**src/rtl/alu_exec_unit.sv**
```systemverilog
// Execute-stage ALU: single-cycle logic/arith/compare ops, bit-serial shifts,
// valid/ready handshakes on input and output, registered result and zero flag.
module alu_exec_unit #(
  parameter int XLEN = 32,
  localparam int SHW = $clog2(XLEN)
) (
  input  logic            clk,
  input  logic            rst_n,
  input  logic            flush,
  input  logic            in_valid,
  output logic            in_ready,
  input  logic [3:0]      alu_ctrl,
  input  logic [XLEN-1:0] op_a,
  input  logic [XLEN-1:0] op_b,
  output logic            out_valid,
  input  logic            out_ready,
  output logic [XLEN-1:0] result,
  output logic            zero,
  output logic            illegal,
  output logic            busy
);

  localparam logic [3:0] OP_AND  = 4'b0000;
  localparam logic [3:0] OP_OR   = 4'b0001;
  localparam logic [3:0] OP_ADD  = 4'b0010;
  localparam logic [3:0] OP_XOR  = 4'b0011;
  localparam logic [3:0] OP_SLL  = 4'b0100;
  localparam logic [3:0] OP_SRL  = 4'b0101;
  localparam logic [3:0] OP_SUB  = 4'b0110;
  localparam logic [3:0] OP_SLT  = 4'b0111;
  localparam logic [3:0] OP_SLTU = 4'b1000;
  localparam logic [3:0] OP_SRA  = 4'b1001;

  localparam logic [1:0] SH_SLL = 2'd0;
  localparam logic [1:0] SH_SRL = 2'd1;
  localparam logic [1:0] SH_SRA = 2'd2;

  localparam logic [SHW-1:0] CNT_ONE = SHW'(1);

  typedef enum logic [1:0] {
    IDLE  = 2'd0,
    SHIFT = 2'd1,
    DONE  = 2'd2
  } state_t;

  state_t            state_reg, state_next;
  logic [XLEN-1:0]   result_reg, result_next;
  logic              zero_reg, zero_next;
  logic              illegal_reg, illegal_next;
  logic [XLEN-1:0]   work_reg, work_next;
  logic [SHW-1:0]    cnt_reg, cnt_next;
  logic [1:0]        shtype_reg, shtype_next;

  logic [XLEN-1:0]   alu_val;
  logic              op_shift;
  logic              op_legal;
  logic [1:0]        sh_type;
  logic [SHW-1:0]    shamt;
  logic [XLEN-1:0]   work_shifted;

  assign shamt = op_b[SHW-1:0];

  // Operation decode and single-cycle datapath.
  always_comb begin
    alu_val  = '0;
    op_shift = 1'b0;
    op_legal = 1'b1;
    sh_type  = SH_SLL;
    case (alu_ctrl)
      OP_AND:  alu_val = op_a & op_b;
      OP_OR:   alu_val = op_a | op_b;
      OP_ADD:  alu_val = op_a + op_b;
      OP_XOR:  alu_val = op_a ^ op_b;
      OP_SUB:  alu_val = op_a - op_b;
      OP_SLT:  alu_val = {{(XLEN-1){1'b0}}, ($signed(op_a) < $signed(op_b))};
      OP_SLTU: alu_val = {{(XLEN-1){1'b0}}, (op_a < op_b)};
      OP_SLL: begin
        op_shift = 1'b1;
        sh_type  = SH_SLL;
      end
      OP_SRL: begin
        op_shift = 1'b1;
        sh_type  = SH_SRL;
      end
      OP_SRA: begin
        op_shift = 1'b1;
        sh_type  = SH_SRA;
      end
      default: op_legal = 1'b0;
    endcase
  end

  // One-bit shift step of the working register.
  always_comb begin
    case (shtype_reg)
      SH_SRL:  work_shifted = {1'b0, work_reg[XLEN-1:1]};
      SH_SRA:  work_shifted = {work_reg[XLEN-1], work_reg[XLEN-1:1]};
      default: work_shifted = {work_reg[XLEN-2:0], 1'b0};
    endcase
  end

  always_comb begin
    state_next   = state_reg;
    result_next  = result_reg;
    zero_next    = zero_reg;
    illegal_next = illegal_reg;
    work_next    = work_reg;
    cnt_next     = cnt_reg;
    shtype_next  = shtype_reg;
    // flush wins over accept and output handshake; result fields are kept.
    if (flush) begin
      state_next = IDLE;
    end else begin
      case (state_reg)
        IDLE: begin
          if (in_valid) begin
            illegal_next = !op_legal;
            if (!op_legal) begin
              result_next = '0;
              zero_next   = 1'b1;
              state_next  = DONE;
            end else if (op_shift && (shamt != '0)) begin
              work_next   = op_a;
              cnt_next    = shamt;
              shtype_next = sh_type;
              state_next  = SHIFT;
            end else if (op_shift) begin
              result_next = op_a;
              zero_next   = (op_a == '0);
              state_next  = DONE;
            end else begin
              result_next = alu_val;
              zero_next   = (alu_val == '0);
              state_next  = DONE;
            end
          end
        end
        SHIFT: begin
          work_next = work_shifted;
          cnt_next  = cnt_reg - CNT_ONE;
          if (cnt_reg == CNT_ONE) begin
            result_next = work_shifted;
            zero_next   = (work_shifted == '0);
            state_next  = DONE;
          end
        end
        DONE: begin
          if (out_ready) state_next = IDLE;
        end
        default: state_next = IDLE;
      endcase
    end
  end

  always_ff @(posedge clk or negedge rst_n) begin
    if (!rst_n) begin
      state_reg   <= IDLE;
      result_reg  <= '0;
      zero_reg    <= 1'b0;
      illegal_reg <= 1'b0;
      work_reg    <= '0;
      cnt_reg     <= '0;
      shtype_reg  <= SH_SLL;
    end else begin
      state_reg   <= state_next;
      result_reg  <= result_next;
      zero_reg    <= zero_next;
      illegal_reg <= illegal_next;
      work_reg    <= work_next;
      cnt_reg     <= cnt_next;
      shtype_reg  <= shtype_next;
    end
  end

  assign in_ready  = (state_reg == IDLE);
  assign out_valid = (state_reg == DONE);
  assign busy      = (state_reg != IDLE);
  assign result    = result_reg;
  assign zero      = zero_reg;
  assign illegal   = illegal_reg;

endmodule

```
**config.mk**
```make
export PLATFORM = sky130hd
export DESIGN_NAME = alu_exec_unit
export DESIGN_NICKNAME = d
export VERILOG_FILES = /design/src/rtl/alu_exec_unit.sv
export SDC_FILE = /design/constraint.sdc
export NUM_CORES = 1
export LEC_CHECK = 0
export ABC_AREA = 1
export CAP_MARGIN = 30
export CORE_MARGIN = 3
export CORE_UTILIZATION = 45
export DETAILED_ROUTE_END_ITERATION = 10
export PLACE_DENSITY = 0.68
export SLEW_MARGIN = 40
export SYNTH_ARGS = -nofsm -noshare
export SYNTH_HDL_FRONTEND = slang
export SYNTH_SLANG_ARGS = --single-unit
```
**constraint.sdc**
```tcl
create_clock -name clk -period 2.2 [get_ports clk]
set_clock_uncertainty 0.1 [all_clocks]
set_input_delay 0.22 -clock clk [delete_from_list [all_inputs] [get_ports clk]]
set_output_delay 0.22 -clock clk [all_outputs]
set_load 0.03 [all_outputs]
```
Figure 1. Cell density map.
16 x 16 tiles, from white (low) to dark blue (high), 0 to 100% covered.
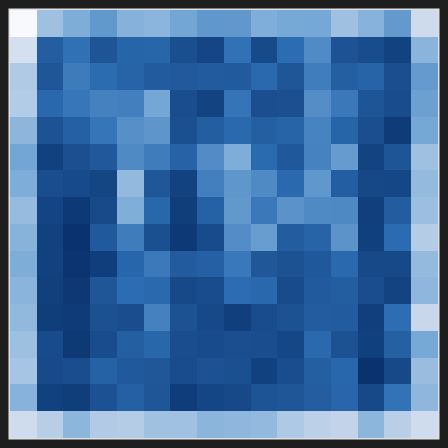
fullest tile = 99%
mean over tiles = 72%
tiles over 75% full = 61%

Figure 2. Routing congestion.
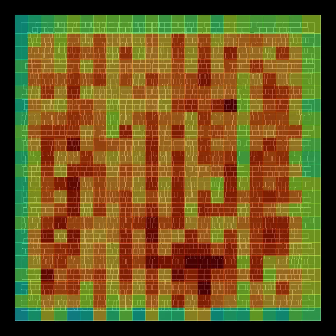
met3 layer usage reported by global route: 5.64%
busiest layer in global routing: met2
Global Route met2 Usage: 60.9%

==> impl_results.rst <==
Flow metrics
------------

.. list-table::
   :header-rows: 1

   * - Metric
     - Value
   * - Largest cells by area
     - sky130_fd_sc_hd__nand2_1 (19%), sky130_fd_sc_hd__dfrtp_1 (17%), sky130_fd_sc_hd__ha_1 (12%)
   * - Tool warning count
     - 102
   * - Post-route setup TNS
     - -1450 ps
   * - Power after layout
     - 12.0 mW
   * - Via count of the first global-routing pass
     - 14500
   * - Peak VDD IR
     - 0.756 mV
   * - Worst-Skew Late Latency
     - 340 ps
   * - Highest routed metal layer
     - met5
   * - Layout cell share with drive strength beyond 1
     - 49.2%
   * - Actual slew at the worst max-slew pin
     - 403 ps
   * - Sinks on the clock net
     - 75
   * - Final tally of setup violations
     - 17
   * - Fraction of the cycle the final worst path needs
     - 111%
   * - Summed instance area of the synthesized netlist
     - 0.0109 mm2
   * - Worst hold margin
     - 201 ps
   * - Total wire length
     - 53.2 mm
   * - Global-route wire length before repair
     - 76.9 mm
   * - Level count of the clock H-tree
     - 3
   * - Die outline width
     - 162 um
   * - Length of routed wiring on met1
     - 21.4 mm
   * - Antenna violations before repair
     - 1
   * - Number of clock buffers inserted by TritonCTS
     - 9
   * - M1 GR Usage
     - 49.6%
   * - Filler cells
     - 1589
   * - Clk pin slew, worst setup/hold paths
     - 60 ps
   * - Power per standard cell area
     - 624 mW/mm2
   * - Drt first pass iters
     - 6
   * - DRC viols
     - 0
   * - Met3 wire length
     - 5.08 mm
   * - Number of antenna-violating nets in the routed design
     - 0
   * - Crit path capture type
     - flip-flop
   * - I/O pin count
     - 110
   * - Clock share of power
     - 13.5%
   * - Maximum frequency from static timing analysis
     - 411 MHz
   * - # port buffers
     - 109
   * - Dominant cell type by area after synthesis
     - sky130_fd_sc_hd__nand2_1
   * - Cell type group with the largest total delay on the critical path
     - simple AND/OR/NAND/NOR gates
   * - Utilization after layout
     - 81.2%
   * - Comb power frac
     - 67.0%
   * - Floorplan core density
     - 46.2%
   * - Chip area
     - 0.0261 mm2
   * - Switching part of the total
     - 45.4%
   * - Area share of fa/ha/maj cells after synthesis
     - 12.7%
   * - Critical-path cell with the highest stage delay
     - sky130_fd_sc_hd__dfrtp_1
   * - Sequential power share
     - 19.5%
   * - Number of distinct library cell variants in the gate-level netlist after synthesis
     - 41
   * - Max-cap violation count
     - 0
   * - Maximum cell stage delay along the critical path
     - 380 ps
   * - Yosys cell count
     - 1898
   * - Cell-internal power
     - 6.53 mW
   * - Net Sw Power
     - 5.43 mW
   * - Static power due to leakage
     - 9.75 nW
   * - Vias after detailed routing
     - 15500
   * - Max-area cell share
     - 18.6%
   * - Mean Syn Cell Area
     - 5.74 um2
   * - CP Buf/Inv Count
     - 3
   * - Count of final max-slew check failures
     - 0
   * - Final Hold Vio Count
     - 0
   * - Post-synthesis to final-layout area growth
     - 75.9%
   * - Type of the most critical hold path
     - in -> reg
   * - Clock network power
     - 1.61 mW
   * - Met2 layer wire length in the routed design
     - 24.4 mm
   * - Basic-gate share of the synthesized area counting and, or, nand and nor cells
     - 37.8%
   * - Async set-reset flop share out of synthesis
     - 100%
   * - Post-Syn Nets
     - 2080
   * - Cell Count, Final, Fillers Out
     - 2774
   * - Ant. Diodes
     - 0
   * - Avg WL per Cell
     - 19.2 um
   * - Parity-gate share of the synthesized area counting xor and xnor cells
     - 0.241%
   * - Result of the run
     - finished, violations left
   * - Critical path launch point type
     - flip-flop
   * - Normalized max-slew margin
     - 72.9%
   * - Cell area after placement
     - 0.0152 mm2
   * - Clock root buffer
     - sky130_fd_sc_hd__clkbuf_16
   * - Final Instance Area
     - 0.0192 mm2
   * - Final weighted congestion in routability-driven placement
     - 1.06
   * - Dominant combinational cell family by area after synthesis
     - simple AND/OR/NAND/NOR gates
   * - Smallest setup slack after layout
     - -236 ps
   * - Detailed-placement wirelength estimate
     - 38.1 mm
   * - Number of placed instances with taps included
     - 2663
   * - Ordered cell list for the critical path
     - inv_1 > ha_1 > or2_4 > nand2_4 > buf_6 > buf_4 > o22ai_1 > nor4_1 > nand4_1 > nor2_1 > a21oi_1 > a21oi_2
   * - Most frequent cells after synthesis
     - sky130_fd_sc_hd__nand2_1 (541), sky130_fd_sc_hd__inv_1 (341), sky130_fd_sc_hd__nor2_1 (188), sky130_fd_sc_hd__nand3_1 (138), sky130_fd_sc_hd__o21ai_0 (121)
   * - Violations in the final reports
     - setup timing
   * - Portion of the post-synthesis area used by sequential elements
     - 17.2%
   * - Die H
     - 162 um
   * - Synth Instances
     - 1898
   * - Min Clock Period, post-route
     - 2440 ps
Figure 3. Placed cells, one color a class.
The bar under the picture is 50 um long. Fill, decap, tap and diode cells in gray.
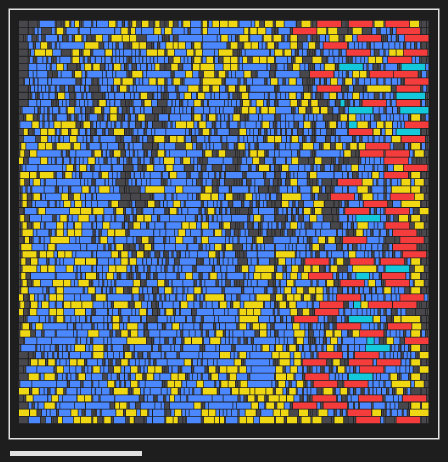
blue -> combinational and other logic  # cells 1753
red -> sequential cells  # cells 75
cyan -> clock drivers and dummy loads  # cells 16
yellow -> remaining buffers and delay cells  # cells 611
area of the core: 0.0236 mm2
Placement Rows: 56

Figure 4. Signal wires on met4.
The bar under the picture is 50 um long. Supply wires on this layer in gray. Cells faint in the background.
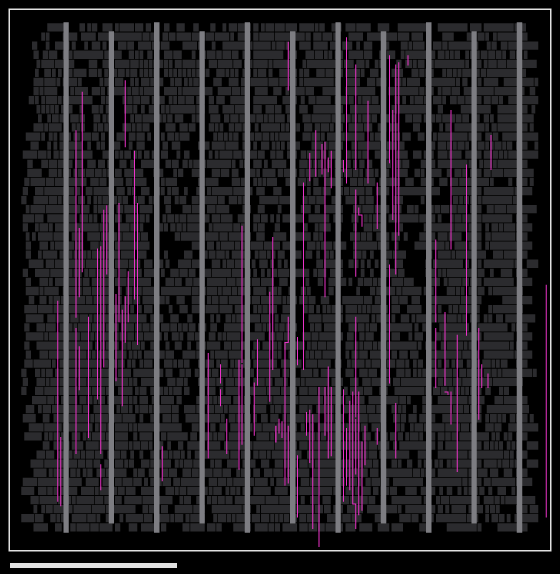
nets with wire on the layer = 86
share of all routed wire = 4.4%

==> timing repair <==
action,CTS,global route
gates resized,705,407
endpoints found under the setup margin,44,39
gates cloned,1,2
hold endpoints to repair,75,0
pin swaps,192,190
buffers inserted,56,40
hold buffers,1,0
==> cells in the final DEF, fill, tap and decap left out, drive strengths merged, types with 5 or more instances in the layout <==
| master | netlist | layout |
|---|---|---|
| nand2 | 548 | 548 |
| a21oi | 84 | 84 |
| clkinv | 1 | 5 |
| nand3 | 147 | 147 |
| buf | 45 | 528 |
| dfrtp | 75 | 75 |
| clkdlybuf4s50 | 0 | 42 |
| a31oi | 37 | 37 |
| nand4 | 25 | 25 |
| o22ai | 56 | 56 |
| nor4 | 14 | 14 |
| dlygate4sd2 | 0 | 10 |
| clkbuf | 25 | 37 |
| o21bai | 6 | 6 |
| o21ai | 126 | 126 |
| ha | 107 | 107 |
| nor3 | 24 | 24 |
| inv | 354 | 352 |
| nor2 | 202 | 202 |
==> worst paths after layout <==
check / from / to / cells after the start
worst max-delay path: shtype_reg[0]$_DFFE_PN0P_ / zero$_DFFE_PN0P_ / 12
worst min-delay path: op_a[2] / work_reg[2]$_DFFE_PN0P_ / 4
worst max register to register: shtype_reg[0]$_DFFE_PN0P_ / zero$_DFFE_PN0P_ / 12
worst min register to register: illegal$_DFFE_PN0P_ / illegal$_DFFE_PN0P_ / 2
max in group asynchronous: rst_n / work_reg[26]$_DFFE_PN0P_ / 3
min in group asynchronous: rst_n / cnt_reg[3]$_DFFE_PN0P_ / 3
==> cell type report <==
class                      instances  area, um2  share of cell area [%]
timing repair buffer             611       5190                    27.1
clock buffer                      10        239                    1.25
inverter                         355       1400                    7.29
tap                              319        399                    2.08
sequential                        75       1880                    9.79
clock inverter                     6       88.8                   0.463
multi-input combinational       1398       9980                    52.1
Power is estimated from default activity; no workload was simulated.
